**src/rtl/shift_seq_ctrl.sv**
```systemverilog
// Sequencer for a 4-bit universal shift register: parallel-load a word, shift it
// k places with a fill bit, then read it back over the shared bidirectional bus.
module shift_seq_ctrl #(
    parameter int WIDTH = 4,
    parameter int SHW   = 3
) (
    input  logic             clk,
    input  logic             mr,
    input  logic [WIDTH-1:0] in_data,
    input  logic [SHW-1:0]   in_shamt,
    input  logic             in_dir,
    input  logic             in_fill,
    input  logic             in_valid,
    output logic             in_ready,
    output logic             s0,
    output logic             s1,
    output logic             ds0,
    output logic             ds3,
    output logic             oe1,
    output logic             oe2,
    output logic [WIDTH-1:0] bus_out,
    output logic             bus_oe,
    input  logic [WIDTH-1:0] bus_in,
    output logic [WIDTH-1:0] rd_data,
    output logic             rd_valid,
    output logic             busy
);

    typedef enum logic [2:0] {IDLE, LOAD, SHIFT, TURN, READ} state_t;

    state_t           state, state_nxt;
    logic [SHW-1:0]   cnt;
    logic             dir_q, fill_q;
    logic             accept;
    logic             s0_n, s1_n, ds0_n, ds3_n, oe_n, bus_oe_n;
    logic [WIDTH-1:0] bus_out_n;

    function automatic logic [SHW-1:0] clamp_shamt(input logic [SHW-1:0] s);
        return (s > SHW'(WIDTH)) ? SHW'(WIDTH) : s;
    endfunction

    assign accept = in_valid & in_ready;

    always_comb begin
        state_nxt = state;
        case (state)
            IDLE:    if (accept) state_nxt = LOAD;
            LOAD:    state_nxt = (cnt != '0) ? SHIFT : TURN;
            SHIFT:   if (cnt == SHW'(1)) state_nxt = TURN;
            TURN:    state_nxt = READ;
            READ:    state_nxt = IDLE;
            default: state_nxt = IDLE;
        endcase
    end

    // Outputs are decoded from the upcoming state so they are registered yet aligned with it.
    // The word driven in LOAD comes straight from in_data because it is latched on the same edge.
    always_comb begin
        s0_n      = 1'b0;
        s1_n      = 1'b0;
        ds0_n     = 1'b0;
        ds3_n     = 1'b0;
        oe_n      = 1'b1;
        bus_oe_n  = 1'b0;
        bus_out_n = '0;
        case (state_nxt)
            LOAD: begin
                s0_n      = 1'b1;
                s1_n      = 1'b1;
                bus_oe_n  = 1'b1;
                bus_out_n = in_data;
            end
            SHIFT: begin
                s0_n  = ~dir_q;
                s1_n  = dir_q;
                ds0_n = ~dir_q & fill_q;
                ds3_n = dir_q & fill_q;
            end
            READ:    oe_n = 1'b0;
            default: ;
        endcase
    end

    always_ff @(posedge clk or posedge mr) begin
        if (mr) begin
            state    <= IDLE;
            cnt      <= '0;
            in_ready <= 1'b0;
            busy     <= 1'b0;
            s0       <= 1'b0;
            s1       <= 1'b0;
            ds0      <= 1'b0;
            ds3      <= 1'b0;
            oe1      <= 1'b1;
            oe2      <= 1'b1;
            bus_oe   <= 1'b0;
            bus_out  <= '0;
            rd_data  <= '0;
            rd_valid <= 1'b0;
        end else begin
            state    <= state_nxt;
            in_ready <= (state_nxt == IDLE);
            busy     <= (state_nxt != IDLE);
            s0       <= s0_n;
            s1       <= s1_n;
            ds0      <= ds0_n;
            ds3      <= ds3_n;
            oe1      <= oe_n;
            oe2      <= oe_n;
            bus_oe   <= bus_oe_n;
            bus_out  <= bus_out_n;
            rd_valid <= (state == READ);
            if (state == READ) rd_data <= bus_in;
            if (accept) cnt <= clamp_shamt(in_shamt);
            else if (state == SHIFT) cnt <= cnt - SHW'(1);
        end
    end

    always_ff @(posedge clk) begin
        if (accept) begin
            dir_q  <= in_dir;
            fill_q <= in_fill;
        end
    end

endmodule
```
**config.mk**
```make
export PLATFORM = sky130hd
export DESIGN_NAME = shift_seq_ctrl
export DESIGN_NICKNAME = d
export VERILOG_FILES = /design/src/rtl/shift_seq_ctrl.sv
export SDC_FILE = /design/constraint.sdc
export NUM_CORES = 1
export LEC_CHECK = 0
export ABC_AREA = 1
export CAP_MARGIN = 30
export CORE_MARGIN = 3
export CORE_UTILIZATION = 40
export CTS_CLUSTER_DIAMETER = 120
export CTS_CLUSTER_SIZE = 30
export DETAILED_ROUTE_END_ITERATION = 12
export PLACE_DENSITY = 0.74
export SKIP_LAST_GASP = 1
export SLEW_MARGIN = 10
export SYNTH_ARGS = -nofsm -noshare
export SYNTH_HDL_FRONTEND = slang
export SYNTH_SLANG_ARGS = --single-unit
```
**constraint.sdc**
```tcl
create_clock -name clk -period 2.6 [get_ports clk]
set_clock_uncertainty 0.05 [all_clocks]
set_input_delay 0.52 -clock clk [delete_from_list [all_inputs] [get_ports clk]]
set_output_delay 0.52 -clock clk [all_outputs]
set_load 0.01 [all_outputs]
```
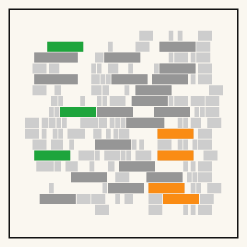
(sequential cells grouped by signal name)
Scale: 4 px per um.
orange -> `rd_data`  # sequential cells 4
green -> `cnt`  # sequential cells 3

==> impl_metrics.tcl <==
# collected from the flow reports
set metrics [dict create \
    setup.reg_to_reg.worst_slack_ps 1280 \
    area_growth_syn_to_layout_pct 38.0 \
    run_status "finished clean" \
    final.min_clock_period_ps 1960 \
    netlist_instances 103 \
    hp-start "rd_data[3]$_DFFE_PP0P_" \
    ios 34 \
    vias_per_cell 4.71 \
    maxSlewHeadroom_pct 80.7 \
    dpl_cell_area_mm2 0.00140 \
    final_hpwl_from_detailed_placement_mm 1.63 \
    min_delay_worst_endpoint "rd_data[3]$_DFFE_PP0P_" \
    firstDrtPassIters 4 \
    critPathMaxStageDelay_ps 560 \
    required_ps 2030 \
    yosys.area_share.simple_pct 22.7 \
    power.net_switching_w 0.000519 \
    cts_num_sinks 25 \
    tightest_slew_ps 290 \
    timing.final.hold_violations 0 \
    cp_data_arrival_time_ps 1390 \
    top_cell_area_share_pct 53.4 \
    ctsHtreeMaxLevel 1 \
    multi_input_comb_area_um2 312 \
    die-height_um 56.8 \
    power_frac_seq_pct 42.4 \
    synth.cell_area_mm2 0.00103 \
    gp_congestion 0.730 \
    holdCritPathClass "flop to flop" \
    worstHoldPathCells 2 \
    synth-seq-cells 25 \
    synth_async_sr_flop_share_pct 92.0 \
    critical_path.max_fanout 2 \
    post_synth_num_cell_types 20 \
    final_std_cell_area_no_fill_mm2 0.00142 \
    chipArea_mm2 0.00322 \
    holdBufCountCts 0 \
    globalRoute.totalOverflow 0 \
    yosysTopAreaCell "dfrtp_1" \
    power.share.switching_pct 36.9 \
    yosys-stat-area_mm2 0.00103 \
    number_of_nets_in_the_final_layout 160 \
    setup_tns_ps 0 \
    post_route_clock_period_utilization_pct 75.2 \
    holdWs_ps 433 \
    grt_setup_unrepaired "false" \
    max-vdd-ir-drop_uv 497 \
    wire_per_inst_um 12.3 \
    synth_sequential_area_ratio_pct 61.8 \
    synthMuxAreaShare_pct 0 \
    number_of_post_cts_setup_repair_buffers 0 \
    power.leakage_nw 0.705 \
    tritoncts_clock_tree "built" \
    yosysWarnings 0 \
    main_flop_type_after_synthesis "dfrtp_1" \
    final_antenna_net_count 0 \
    quantity_of_i_o_buffers_inserted_on_ports 33 \
    clk_pin_slew_worst_paths_ps 120 \
    top_logic_kind "simple AND/OR/NAND/NOR gates" \
    post_cts.resized_instances 0 \
    grt_max_degree 24 \
    setup.worst_path.end_class "output pin" \
    ys_cells 103 \
    core_mm2 0.00232 \
    timing.critical_path.cells "clkdlybuf4s50_1" \
    yosys-top-cells-count "nand2_1, dfrtp_1, inv_1, nor2_1" \
    fp.dieW_um 56.8 \
    fa_ha_area_share_pct 3.64 \
    share_of_final_layout_standard_cells_stronger_than_drive_strength_1_pct 10.7 \
    path_delay_family "flip-flops" \
    element_type_at_the_critical_path_start "flop" \
    timing.rr.start "cnt[1]$_DFFE_PP0P_" \
    worstReg2RegEnd "s0$_DFF_PP0_" \
    clock_path_buffers 2 \
    globalRouteTotalUtil_pct 13.4 \
    number_of_global_route_vias_before_repair 813 \
    number_of_antenna_violations_at_the_first_check_in_global_routing 0 \
    row_cnt 17 \
    rr_worst_depth 7 \
    post_synth_xor_area_fraction_pct 0.850 \
]
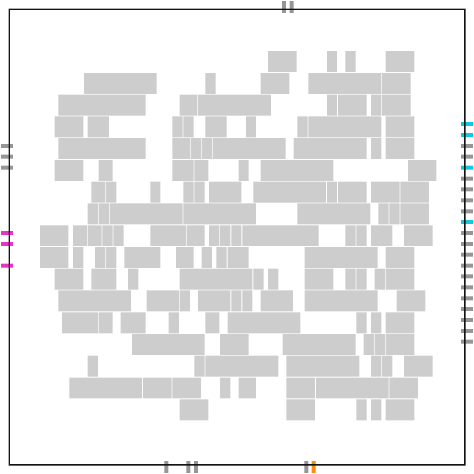
(pin map)
Scale: 8 px per um. Pins as bars across the die edge, other pins in grey.
magenta -> `in_shamt`  # pins 3, direction input, edge west
cyan -> `bus_out`  # pins 4, direction output, edge east
orange -> `oe2`  # pins 1, direction output, edge south

flip-flops by register name, indices dropped and copies added, names as in the netlist:
register  count
oe2           1
fill_q        1
busy          1
dir_q         1
s0            1
in_ready      1
ds3           1
cnt           3
ds0           1
bus_out       4
bus_oe        1
rd_data       4
s1            1
state         3
rd_valid      1
cell type report:
cell class                      count  area share (%)
Timing Repair Buffer               34            23.7
Inverter                           20            5.28
Sequential cell                    25            44.8
Multi-Input combinational cell     57            21.9
Tap cell                           28            2.46
Clock buffer                        4            1.85
stage by stage:
step / setup WS (ps) / util [%] / instances / total power [W]
floorplan: 1380 / - / 103 / 0.000971
global placement: 946 / 60.2 / 164 / 0.00122
detailed placement: 899 / 60.2 / 164 / 0.00126
CTS: 618 / 61.4 / 168 / 0.00142
global route: 579 / 61.4 / 168 / 0.00152
finish: 644 / 61.4 / 168 / 0.00140
logic make-up (layout without fill, tap and decap cells):
| logic type | count (synthesis) | after routing |
|---|---|---|
| AOI/OAI and AO/OA | 5 | 5 |
| xor gates and xnor gates | 1 | 1 |
| adders and majority gates | 3 | 3 |
| buffers and inverters | 21 | 58 |
| DFF | 25 | 25 |
| and+or+nand+nor | 48 | 48 |
per-layer routing:
| metal | vias to the layer above | part of all wire, % | track usage (%) |
|---|---|---|---|
| met5 | - | 0 | 0 |
| met1 | 375 | 41 | 14.3 |
| met3 | 0 | 7.6 | 3.91 |
| met2 | 27 | 51 | 25.7 |
| li1 | 389 | - | - |
| met4 | 0 | 0 | 2.98 |
power groups by stage:
| stage | logic (W) | registers (W) | clock network, W |
|---|---|---|---|
| floorplan | 0.000332 | 0.000639 | 0 |
| global placement | 0.000621 | 0.000597 | 0 |
| detailed placement | 0.000652 | 0.000606 | 0 |
| CTS | 0.000656 | 0.000596 | 0.000172 |
| global route | 0.000712 | 0.000612 | 0.000192 |
| finish | 0.000646 | 0.000596 | 0.000163 |
worst max path at each step:
stage                     cells past startpoint            endpoint     startpoint
after floorplan                               1                 oe2  oe2$_DFF_PP1_
after global placement                        7      busy$_DFF_PP0_       in_valid
after detailed placement                      6  cnt[1]$_DFFE_PP0P_       in_valid
after CTS                                     1                 oe1  oe2$_DFF_PP1_
after global routing                          1                 oe1  oe2$_DFF_PP1_
final                                         1                 oe1  oe2$_DFF_PP1_
placed cells by master, fill, tap and decap left out:
| master | count |
|---|---|
| buf_4 | 1 |
| nand3_1 | 4 |
| nand2_1 | 24 |
| ha_1 | 3 |
| o21ai_0 | 1 |
| dfstp_2 | 1 |
| nand4_1 | 3 |
| o211ai_1 | 1 |
| clkbuf_4 | 3 |
| dfrtp_1 | 22 |
| xor2_1 | 1 |
| nor2_1 | 10 |
| inv_2 | 3 |
| edfxtp_1 | 2 |
| clkdlybuf4s50_1 | 33 |
| nor2_4 | 4 |
| o221ai_1 | 1 |
| nor2_2 | 1 |
| nand2_2 | 1 |
| inv_1 | 17 |
| a21oi_1 | 2 |
| clkbuf_1 | 1 |
| nand3_2 | 1 |
No activity file was given, so power comes from the tool's default toggle rates.
